[src/rtl/uart_rx.sv]
`timescale 1ns/1ps
// UART receiver: 2-flop input synchronizer, oversampled mid-bit sampling,
// 8N1 or 8E1 framing, one-clk valid strobe with parity and framing flags.
//
// state  | meaning
// IDLE   | line idle; waits for rx_s low (or for rx_s high after a break)
// START  | counting to mid start bit to confirm or reject the start
// DATA   | sampling 8 data bits, LSB first, one per OVERSAMPLE ticks
// PARITY | sampling the even-parity bit
// STOP   | sampling the stop bit
// DONE   | publishing byte and flags with a one-clk rx_valid
module uart_rx #(
  parameter int PARITY_EN  = 1,
  parameter int OVERSAMPLE = 16
) (
  input  logic       clk,
  input  logic       rst_n,
  input  logic       os_tick,
  input  logic       rx_line,
  output logic [7:0] rx_data,
  output logic       rx_valid,
  output logic       parity_err,
  output logic       frame_err,
  output logic       rx_busy
);

  localparam int CW = $clog2(OVERSAMPLE);
  localparam logic [CW-1:0] MID_CNT  = CW'(OVERSAMPLE / 2 - 1);
  localparam logic [CW-1:0] LAST_CNT = CW'(OVERSAMPLE - 1);

  typedef enum logic [2:0] {IDLE, START, DATA, PARITY, STOP, DONE} state_t;

  state_t        state;
  logic          rx_meta;
  logic          rx_s;
  logic [CW-1:0] os_cnt;
  logic [2:0]    bit_cnt;
  logic [7:0]    shift_reg;
  logic          par_bit;
  logic          stop_bit;
  logic          wait_high;

  // Two-flop synchronizer; presets to idle-high so reset never looks like a start.
  always_ff @(posedge clk) begin
    if (!rst_n) begin
      rx_meta <= 1'b1;
      rx_s    <= 1'b1;
    end else begin
      rx_meta <= rx_line;
      rx_s    <= rx_meta;
    end
  end

  // Frame state machine with registered outputs; busy mirrors the previous
  // clk's state so it stays high through the rx_valid cycle.
  always_ff @(posedge clk) begin
    if (!rst_n) begin
      state      <= IDLE;
      os_cnt     <= '0;
      bit_cnt    <= '0;
      shift_reg  <= '0;
      par_bit    <= 1'b0;
      stop_bit   <= 1'b1;
      wait_high  <= 1'b0;
      rx_data    <= '0;
      rx_valid   <= 1'b0;
      parity_err <= 1'b0;
      frame_err  <= 1'b0;
      rx_busy    <= 1'b0;
    end else begin
      rx_valid <= 1'b0;
      rx_busy  <= (state != IDLE);
      case (state)
        IDLE: begin
          // After a break the line must go high again before re-arming.
          if (wait_high) begin
            if (rx_s) wait_high <= 1'b0;
          end else if (!rx_s) begin
            state  <= START;
            os_cnt <= '0;
          end
        end
        START: if (os_tick) begin
          if (os_cnt == MID_CNT) begin
            os_cnt <= '0;
            if (rx_s) begin
              state <= IDLE;
            end else begin
              state   <= DATA;
              bit_cnt <= '0;
            end
          end else begin
            os_cnt <= os_cnt + 1'b1;
          end
        end
        DATA: if (os_tick) begin
          if (os_cnt == LAST_CNT) begin
            os_cnt    <= '0;
            shift_reg <= {rx_s, shift_reg[7:1]};
            bit_cnt   <= bit_cnt + 3'd1;
            if (bit_cnt == 3'd7) state <= (PARITY_EN != 0) ? PARITY : STOP;
          end else begin
            os_cnt <= os_cnt + 1'b1;
          end
        end
        PARITY: if (os_tick) begin
          if (os_cnt == LAST_CNT) begin
            os_cnt  <= '0;
            par_bit <= rx_s;
            state   <= STOP;
          end else begin
            os_cnt <= os_cnt + 1'b1;
          end
        end
        STOP: if (os_tick) begin
          if (os_cnt == LAST_CNT) begin
            os_cnt   <= '0;
            stop_bit <= rx_s;
            state    <= DONE;
          end else begin
            os_cnt <= os_cnt + 1'b1;
          end
        end
        DONE: begin
          rx_data    <= shift_reg;
          parity_err <= (PARITY_EN != 0) && (par_bit != (^shift_reg));
          frame_err  <= ~stop_bit;
          wait_high  <= ~stop_bit;
          rx_valid   <= 1'b1;
          os_cnt     <= '0;
          state      <= IDLE;
        end
        default: begin
          state  <= IDLE;
          os_cnt <= '0;
        end
      endcase
    end
  end

endmodule

[config.mk]
export PLATFORM = sky130hd
export DESIGN_NAME = uart_rx
export DESIGN_NICKNAME = d
export VERILOG_FILES = /design/src/rtl/uart_rx.sv
export SDC_FILE = /design/constraint.sdc
export NUM_CORES = 1
export LEC_CHECK = 0
export ABC_AREA = 1
export CAP_MARGIN = 15
export CORE_ASPECT_RATIO = 1.25
export CORE_MARGIN = 1
export CORE_UTILIZATION = 40
export DETAILED_ROUTE_END_ITERATION = 8
export SETUP_SLACK_MARGIN = 0.1
export SYNTH_ARGS = -nofsm -noshare
export SYNTH_HDL_FRONTEND = slang
export SYNTH_SLANG_ARGS = --single-unit
export TNS_END_PERCENT = 100
[constraint.sdc]
create_clock -name clk -period 2.8 [get_ports clk]
set_input_delay 0.56 -clock clk [delete_from_list [all_inputs] [get_ports clk]]
set_output_delay 0.56 -clock clk [all_outputs]
set_load 0.01 [all_outputs]
==> summary.txt, run 1 <==
Results of an implementation run.

The tree is rooted in a sky130_fd_sc_hd__clkbuf_8. The net count after synthesis is 236. The class occupying the most area after layout is reported as logic gates. The global-route wire length before repair is 5740 microns. The post-synthesis average cell area is approximately 7.2 sq um. The initial antenna violation count was 0. The initial core utilization is roughly 43%. The number of sequential cells is 35. Per the run report, area growth between synthesis and finish was 15.8%.

The worst slew margin relative to its limit is between 50% and 60%. The simple-gate share of the synthesized area is between 20% and 30%. The master of the slowest instance on the critical path is sky130_fd_sc_hd__clkdlybuf4s50_1. According to the tapcell log, the count of inserted taps is roughly 54.

The timing report gives the biggest stage delay along the critical path as about 0.55 ns. Detailed placement finished with a half-perimeter wire length of roughly 2200 microns. The via count of the first global-routing pass is ~1300. The number of top-level pins is 16. Input and output buffers added on the ports amount to 15.

The count of nets left with antenna violations once routing finished came out at 0. The hold violation total from the final report is 0. The relative area of non-clock buffer cells in the final design is about 8.2%. In this run the cell area of the synthesized design comes to ~1700 sq um. Per the OpenROAD floorplan log, the width of the die is around 60 microns. The worst hold path belongs to the class reg2reg. The initial DRC count is 83. Per the cell usage report, the commonest logic cells after layout are sky130_fd_sc_hd__nand2_1 (49), sky130_fd_sc_hd__dfxtp_1 (35), sky130_fd_sc_hd__a21oi_1 (28), sky130_fd_sc_hd__o21ai_0 (27), sky130_fd_sc_hd__nor2_1 (26). In this run the cell area measured after placement is ~1800 sq um.

The count of buffers added by post-CTS timing repair for setup is 0. The fraction of final cell area spent on clock buffers and inverters in this run is between 3 and 4%. The remaining global-route overflow is 0. The required time at the worst-slack endpoint is 2.24 ns.

Data on the critical path arrives at its endpoint at approximately 1.2 ns. The final layout contains approximately 250 nets. The post-route netlist has around a tenth of its cells at a drive strength greater than 1. The signal on the critical path passes through clkdlybuf4s50_1. The area taken by flip-flops and latches is roughly 700 sq um. The clock H-tree reported by CTS has 2 levels.

The top fanout value on the critical path is 2. Summing the sequential cell areas from Yosys gives between 40 and 50% of the chip area. In this build the clock could be raised as far as 578 MHz.

Yosys printed 0 warnings. The analysis attributes to cell leakage a power of about 0.79 nW. The number of signal-net buffers in the layout is 16. The most frequently placed logic cell in the final layout is sky130_fd_sc_hd__nand2_1. The transition at the pin with the smallest max-transition slack is roughly 0.65 ns. OpenROAD reports that the post-layout worst path occupies approximately three fifths of the period.

The post-synthesis cell count from yosys is ~230. The completed layout was analyzed and its total power is roughly 0.0010 W. The cell family contributing the most delay on the critical path is buffers and inverters. The clock period could shrink to ~1.7 ns. The adder and majority gate portion of the synthesized area is ~2.3%. The final layout report lists a clock buffer count of 6. Per the TritonCTS log, the buffer count is 5.

The synthesis-stage register bit count is 35. Summing all multi-input logic gate instances after layout gives 808 sq um. Entering global routing, the biggest net connects 25 pins. Looking at the setup timing report, the critical path kind is reg2out. The worst VDD IR drop from the latest analysis is roughly 270 uV. Per the post-synthesis report, the number of cells in the design is about 230.

The number of placed instances, taps included, is a little under 300. Setup repair after global routing left no endpoint under its margin. The total setup violations reported at the end of the flow is 0. The number of buffers added to fix hold violations after cts is 0. Per the detail_route report, vias per standard cell equal ~4.8.

The run finished with clean final reports. Non-clock inverters in the final layout number 28. Per the post-run analysis, buffers plus inverters along the critical path come to 1. The final weighted congestion recorded by global placement is 0.794. The portion of synthesized area spent on multiplexers is 0%. The number of design rule violations left after detail routing is 0. The power density of the placed cells is roughly 520 nW/um^2. The post-cts gate resize count is 0. The clock sink count is 35. The tally of max-capacitance violations is 0.

The number of different library cells used by synthesis comes to 26. In the final layout, the fill cell count is 396. The worst setup path is captured at an output pin.
==> run 1: power breakdown <==
group          leakage, nW  internal [W]  switching (W)
Clock               0.0371      0.000166       0.000167
Sequential           0.283      0.000516      0.0000178
Combinational        0.466     0.0000497      0.0000832
Total                0.786      0.000731       0.000268
==> run 1: cells in the mapped netlist <==
cell type	number	area share, %
sky130_fd_sc_hd__dfxtp_1	35	42
sky130_fd_sc_hd__nand3b_1	1	0.45
sky130_fd_sc_hd__nor3_1	1	0.30
sky130_fd_sc_hd__buf_6	1	0.68
sky130_fd_sc_hd__nor3_4	1	0.99
sky130_fd_sc_hd__nor2_4	3	2.0
sky130_fd_sc_hd__inv_2	5	1.1
sky130_fd_sc_hd__nor2_1	26	5.9
sky130_fd_sc_hd__clkbuf_1	3	0.68
sky130_fd_sc_hd__or2_1	1	0.38
sky130_fd_sc_hd__nand2_2	2	0.76
sky130_fd_sc_hd__nand3_2	3	1.8
sky130_fd_sc_hd__xnor2_1	2	1.1
sky130_fd_sc_hd__a211oi_1	1	0.45
sky130_fd_sc_hd__o21ai_0	27	8.2
sky130_fd_sc_hd__a21oi_2	1	0.53
sky130_fd_sc_hd__o21ai_2	1	0.53
sky130_fd_sc_hd__inv_1	23	5.2
sky130_fd_sc_hd__a21oi_1	28	8.5
sky130_fd_sc_hd__o311ai_0	1	0.53
sky130_fd_sc_hd__or2_2	2	0.76
sky130_fd_sc_hd__nand3_1	6	1.8
sky130_fd_sc_hd__buf_4	2	0.91
sky130_fd_sc_hd__a311oi_1	1	0.53
sky130_fd_sc_hd__nand2_1	49	11
sky130_fd_sc_hd__ha_1	3	2.3
==> run 1: layer usage <==
layer / GRT usage (%) / up-vias / wire [microns]
li1: - / 773 / -
met1: 20.1 / 619 / 1500
met2: 28.7 / 28 / 1470
met3: 5.28 / 8 / 127
met4: 8.99 / 0 / 82
met5: 0 / - / 0
==> run 1: cells by family (layout without fill, tap and decap cells) <==
logic type | Yosys count | count (layout)
and+or+nand+nor | 95 | 95
AOI/OAI and AO/OA | 60 | 60
DFF | 35 | 35
buffers and inverters | 34 | 50
adders and majority gates | 3 | 3
xor gates and xnor gates | 2 | 2
==> run 1: per-stage QoR <==
stage	setup slack, ns	utilization, %	hold slack [ns]
global placement	0.901	47.4	0.395
CTS	1.06	49.3	0.413
finish	1.07	49.3	0.413
detailed placement	0.895	47.4	0.398
floorplan	1.39	-	0.392
global route	0.979	49.3	0.429
==> run 1: worst register-to-register path: cells and delay by family, from the launching register on <==
kind	cells	cell delay, ns
compound gates	1	0.12
buf+inv	2	0.21
flops	1	0.43
simple gates	2	0.80
==> run 1: path summary, 6_finish.rpt <==
path,start,cells after the start,slack [ns],end
setup / recovery,rx_data[0]$_SDFFE_PN0P_,1,1.07,rx_data[0]
setup reg to reg,state[0]$_SDFFE_PN0P_,5,1.16,frame_err$_SDFFE_PN0P_
hold / removal,rx_meta$_SDFF_PN1_,1,0.41,rx_s$_SDFF_PN1_
hold reg to reg,rx_meta$_SDFF_PN1_,1,0.41,rx_s$_SDFF_PN1_
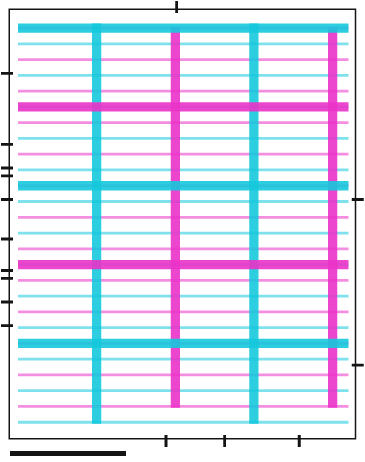
Fig. 1. Power grid (run 1).
Bar = 20 microns. Pins as bars on the die edge.
- magenta: VDD
- cyan: VSS
- met4 straps: 4
- met1 rails: 26
Placeable Area: 3880 sq um
overall die height: 73.8 microns

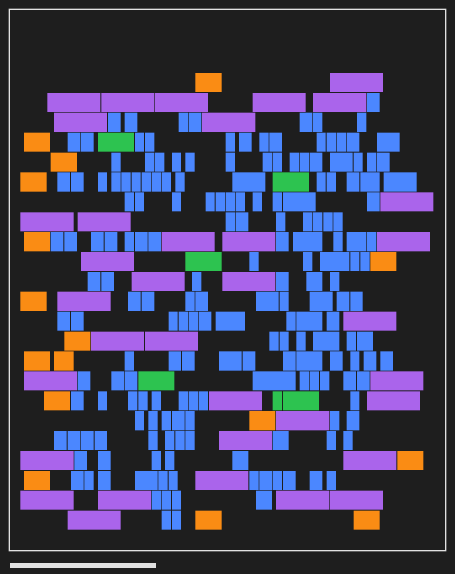
Fig. 2. Placed cells, one color a class (run 1).
Bar = 20 microns.
- blue: remaining logic cells (cells 188; share of their area 50%)
- green: clock drivers and dummy loads (cells 6; share of their area 3.9%)
- orange: remaining buffers and delay cells (cells 16; share of their area 8.5%)
- purple: registers (cells 35; share of their area 38%)
Seq area share: 36.6%
Post-Layout Inst Area: 1910 sq um
cell row count: 25

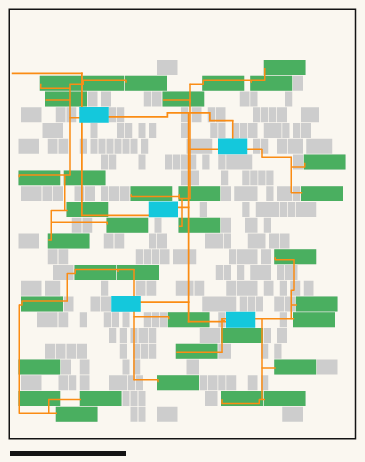
Fig. 3. Clock distribution (run 1).
Bar = 20 microns.
- cyan: clock-net drivers (count 5)
- orange: clock wires (length 464 microns)
- green: flip-flops (count 35)
- routed clock nets: 6
- flops lie: spread over the die
clock latency of the later-clocked register in the worst-skew pair: 0.28 ns
power share of the clock group: 33.3%
setup skew after layout: 0.00369 ns
clock-net power: 0.000332 W

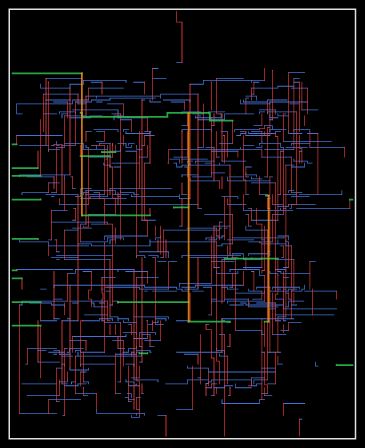
Fig. 4. Signal wires by layer (run 1).
- orange: M4 (wire length 82.3 microns)
- blue: M1 (wire length 1500 microns)
- red: M2 (wire length 1470 microns)
- green: M3 (wire length 128 microns)
via count: 1428
routed length per placed instance: 10.6 microns
drt total wl: 3180 microns
Total GRT Usage: 17.5%

==> run 2: changes to the inputs <==
==> constraint.sdc (replaced) <==
create_clock -name clk -period 1.5 [get_ports clk]
set_input_delay 0.3 -clock clk [delete_from_list [all_inputs] [get_ports clk]]
set_output_delay 0.3 -clock clk [all_outputs]
set_load 0.01 [all_outputs]
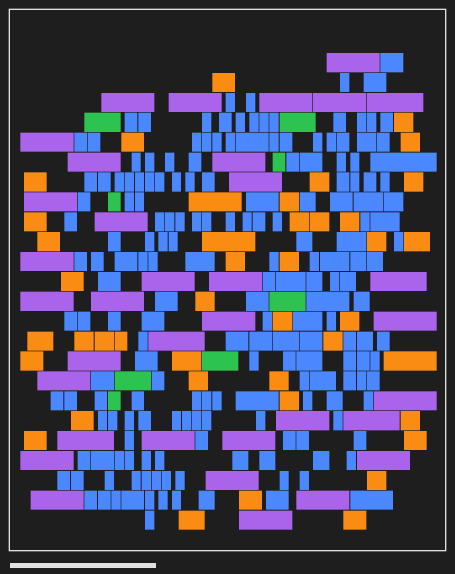
Fig. 5. Placed cells, one color a class (run 2).
Bar = 20 microns.
- green: clock drivers and dummy loads (cells 8; share of their area 3.8%)
- purple: registers (cells 35; share of their area 32%)
- orange: remaining buffers and delay cells (cells 42; share of their area 17%)
- blue: remaining logic cells (cells 188; share of their area 47%)
Post-Layout Inst Area: 2280 sq um
Seq area share: 31.3%
Post-Route Utilization: 58.8%

==> run 2 against run 1 <==
Against the previous run: synthesized area stayed put; critical path depth is 9 higher; clock skew is 0.0041 ns higher; critical endpoint is now shift_reg[6]$_SDFFE_PN0P_; global-route usage is 2.7 points higher; synthesized cell count stayed put; cell count is 9.4% higher; combinational power is 150% higher; sequential share of layout area is 5.3 points lower.
==> summary.txt, run 2 <==
Results of an implementation run.

The worst hold slack across all endpoints is 0.421 ns (+0.00800 ns). The post-synthesis cell type with the largest instance count is sky130_fd_sc_hd__nand2_1. The cell family contributing the most delay on the critical path is simple AND/OR/NAND/NOR gates. The number of nets in the final layout is 279 (+10%).

The clock sink count was 35 (unchanged). The number of fill cells is 397 (+0.25%). The total nets after synthesis is 236 (unchanged). The power density of the placed cells is 880 nW/um^2 (+69%). The core box area is 3880 sq um (unchanged).

The required time at the worst-slack endpoint was 1.72 ns (-0.52 ns). The commonest register cell after synthesis is sky130_fd_sc_hd__dfxtp_1. The master of the slowest instance on the critical path is sky130_fd_sc_hd__dfxtp_2. The arrival time of the worst setup path is 1.64 ns (+0.47 ns).

The number of standard cells in the layout, taps in and fillers out is roughly 330. The async set or reset register ratio after synthesis came to 0% (unchanged). The clock tree from TritonCTS is built.

The post-synth tally of flip-flops with integrated enable is 0 (unchanged). The count of pins over their slew limit is 0. The area share of the largest cell type after synthesis is 42.4% (unchanged). STA lists the startpoint of the worst register-to-register path as os_cnt[0]$_SDFFE_PN0P_. The global-route wire length before repair is 6510 microns (+13%). The distinct cell type count after synthesis is 26 (unchanged). After synthesis, the most frequently instantiated cells are sky130_fd_sc_hd__nand2_1 (49), sky130_fd_sc_hd__dfxtp_1 (35), sky130_fd_sc_hd__a21oi_1 (28). The initial antenna violation count is 0 (unchanged). Note that the worst hold path type here is reg2reg. Setup repair after global routing could not meet its margin everywhere. The horizontal die size is 59.5 microns (unchanged). The weighted congestion at the end of routability-driven global placement is 0.865 (+9.0%). The transition at the pin with the smallest max-transition slack came to 0.265 ns (-0.383 ns). By area the synthesized netlist is led by sky130_fd_sc_hd__dfxtp_1 (42%), sky130_fd_sc_hd__nand2_1 (11%), sky130_fd_sc_hd__a21oi_1 (8.5%), sky130_fd_sc_hd__o21ai_0 (8.2%), sky130_fd_sc_hd__nor2_1 (5.9%). The tally of max-capacitance violations is 0 (unchanged).

The hold violation total from the final report is 0 (unchanged). The die area is 4390 sq um. The ratio of cells with drive above 1 in the final layout is 32.2% (+22 points). The warning total across the stage logs is 28. The total of buffers placed on input and output ports is 15 (unchanged). The detail-routed via count per cell is 4.83 (+1.1%).

The largest net degree at the start of global routing was 17 (-32%). The remaining global-route overflow is 0 (unchanged). The total leakage power came to 1.05 nW (+33%).

The via count of the first global-routing pass is 1499 (+15%). The launch point of the critical path was reported as os_cnt[0]$_SDFFE_PN0P_. The detailed-routing iteration count for the pre-antenna-repair pass is 4. For the finished layout, the period the worst path requires is between 1 and 1.5 ns. The number of antenna cells inserted is 0. The area taken by flip-flops and latches is 714 sq um (+2.0%). The cell count after synthesis was 229 (unchanged). The top fanout value on the critical path is 8 (+6). STA classifies the critical path endpoint as a register. The post-route antenna net violation count is 0 (unchanged). The start-to-end type of the worst setup path is reg2reg. The sequential-to-total area share from yosys stat is 42.4% (unchanged). The clock latency at the later pin of the worst-skew pair came to 0.29 ns (about the same). The initial DRC count came to 98 (+18%). Relative to the synthesized area, the layout overhead comes to 38.2%. The worst hold path begins at rx_meta$_SDFF_PN1_. The number of cell rows is 25 (unchanged). The number of buffers added to fix hold violations after cts is 0 (unchanged). The clock root buffer is sky130_fd_sc_hd__clkbuf_8. The delay contributed by the slowest stage of the critical path was 0.35 ns (-0.20 ns). The number of design rule violations left after detail routing is 0 (unchanged).

The number of CTS-inserted buffers was 5 (unchanged). By instance count after routing, the leading logic cell type is sky130_fd_sc_hd__nand2_1. The clock slew at the register clock pins of the worst setup and hold paths is 0.08 ns. The post-route clock skew is 0.00775 ns (+0.00406 ns). The worst slew margin relative to its limit is 82.3% (+26 points). The logic area is 930 sq um (+15%).

The post-place setup slack is -0.112 ns (-1.01 ns). The total of warnings raised by yosys came to 0 (unchanged). The vertical die dimension is 73.8 microns (unchanged).

The synthesis-stage register bit count is 35 (unchanged). The detailed-route wire length came to 3860 microns (+22%). The total setup violations reported at the end of the flow is 0 (unchanged). The post-synthesis average cell area came to 7.21 sq um (unchanged). The post-DP HPWL was 2490 microns (+11%). The library cells used most frequently in the layout, excluding fill and tap cells, are sky130_fd_sc_hd__nand2_1 (41), sky130_fd_sc_hd__dfxtp_1 (28), sky130_fd_sc_hd__a21oi_1 (24), sky130_fd_sc_hd__nor2_1 (24), sky130_fd_sc_hd__buf_4 (22). The maximum vdd drop is 657 uV (+150%). The final worst setup slack is 0.0805 ns (-0.990 ns). The sum of buffers and inverters on the critical path is 3 (+2).

For reference, the critical path cell chain is ha_4 > nand2_4 > inv_2 > nand2_4 > nor2_4 > inv_4 > nor2_4 > buf_12 > o21ai_1 > a21oi_1. The number of levels in the clock H-tree is 2 (unchanged). The number of top-level pins was 16 (unchanged).

The post-synthesis cell count from yosys is 229 (unchanged). The cell area after technology mapping is 1650 sq um (unchanged). The final timing summary puts the cycle share of the worst path at a little over nine tenths. The type of origin of the critical path is a register. The longest clock path from root to sink contains 2 buffers. The run finished with clean final reports.

The initial core utilization came to 42.6% (unchanged). The post-placement cell count was 308 (+5.1%). After synthesis, the chip area reported by Yosys is 1650 sq um. The flow reports an fmax of a little over 700 MHz. The cell type contributing the most total cell area after synthesis is sky130_fd_sc_hd__dfxtp_1.
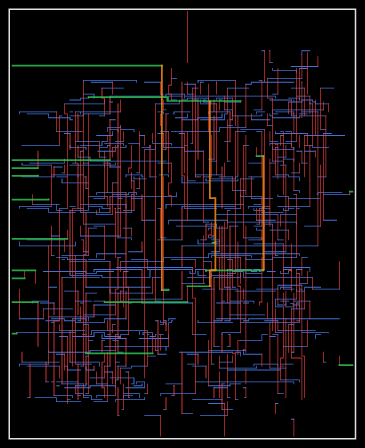
Fig. 6. Signal wires by layer (run 2).
- orange: M4 (wire length 92.3 microns)
- blue: M1 (wire length 1670 microns)
- red: M2 (wire length 1950 microns)
- green: M3 (wire length 150 microns)
Total GRT Usage: 20.1%
routed length per placed instance: 11.8 microns
via count: 1579

[run 2: final timing paths]
kind,depth (start not counted),end,slack (ns)
hold reg to reg,1,rx_s$_SDFF_PN1_,0.42
setup reg to reg,10,shift_reg[6]$_SDFFE_PN0P_,0.08
hold / removal,1,rx_s$_SDFF_PN1_,0.42
setup / recovery,10,shift_reg[6]$_SDFFE_PN0P_,0.08
[run 2: area by class of cell]
class | count | share of cell area, %
clock buffer | 5 | 3.02
clock inverter | 3 | 0.658
inverter | 28 | 4.82
tap | 54 | 2.96
timing repair buffer | 42 | 16.5
multi-input combinational | 160 | 40.7
sequential | 35 | 31.3
[run 2: routing by layer]
layer  global-route usage [%]  share of wire [%]  up-vias
li1                         -                  -      825
met1                     21.8                 43      724
met2                     34.7                 50       23
met3                     6.69                3.9        7
met4                     9.52                2.4        0
met5                        0                  0        -
[run 2: cells by family after synthesis]
family	Yosys count	share of synthesized area, %
and+or+nand+nor	95	26.4
AOI/OAI and AO/OA	60	19.2
DFF	35	42.4
buffers and inverters	34	8.64
adders and majority gates	3	2.27
xor gates and xnor gates	2	1.06
[run 2: per-stage QoR]
| stage | cell area (sq um) | power, W | TNS, ns |
|---|---|---|---|
| after floorplan | 1660 | 0.00121 | 0 |
| after global placement | 1950 | 0.00129 | -1.23 |
| after detailed placement | 1950 | 0.00129 | -1.25 |
| after CTS | 2120 | 0.00198 | 0 |
| after global routing | 2280 | 0.00212 | -0.165 |
| final | 2280 | 0.00201 | 0 |
[run 2: repair_timing]
action	4_1_cts	5_1_grt
cloned	1	1
resized	31	42
setup endpoints to repair	28	27
pin swaps	3	9
setup buffers	3	7
[run 2: power by group]
part / switching [W] / internal (W) / leakage [nW] / total [W]
clock network: 0.000358 / 0.000318 / 0.0477 / 0.000676
logic: 0.000187 / 0.000139 / 0.713 / 0.000326
registers: 0.0000411 / 0.000966 / 0.287 / 0.00101
No activity file was given, so power comes from the tool's default toggle rates.
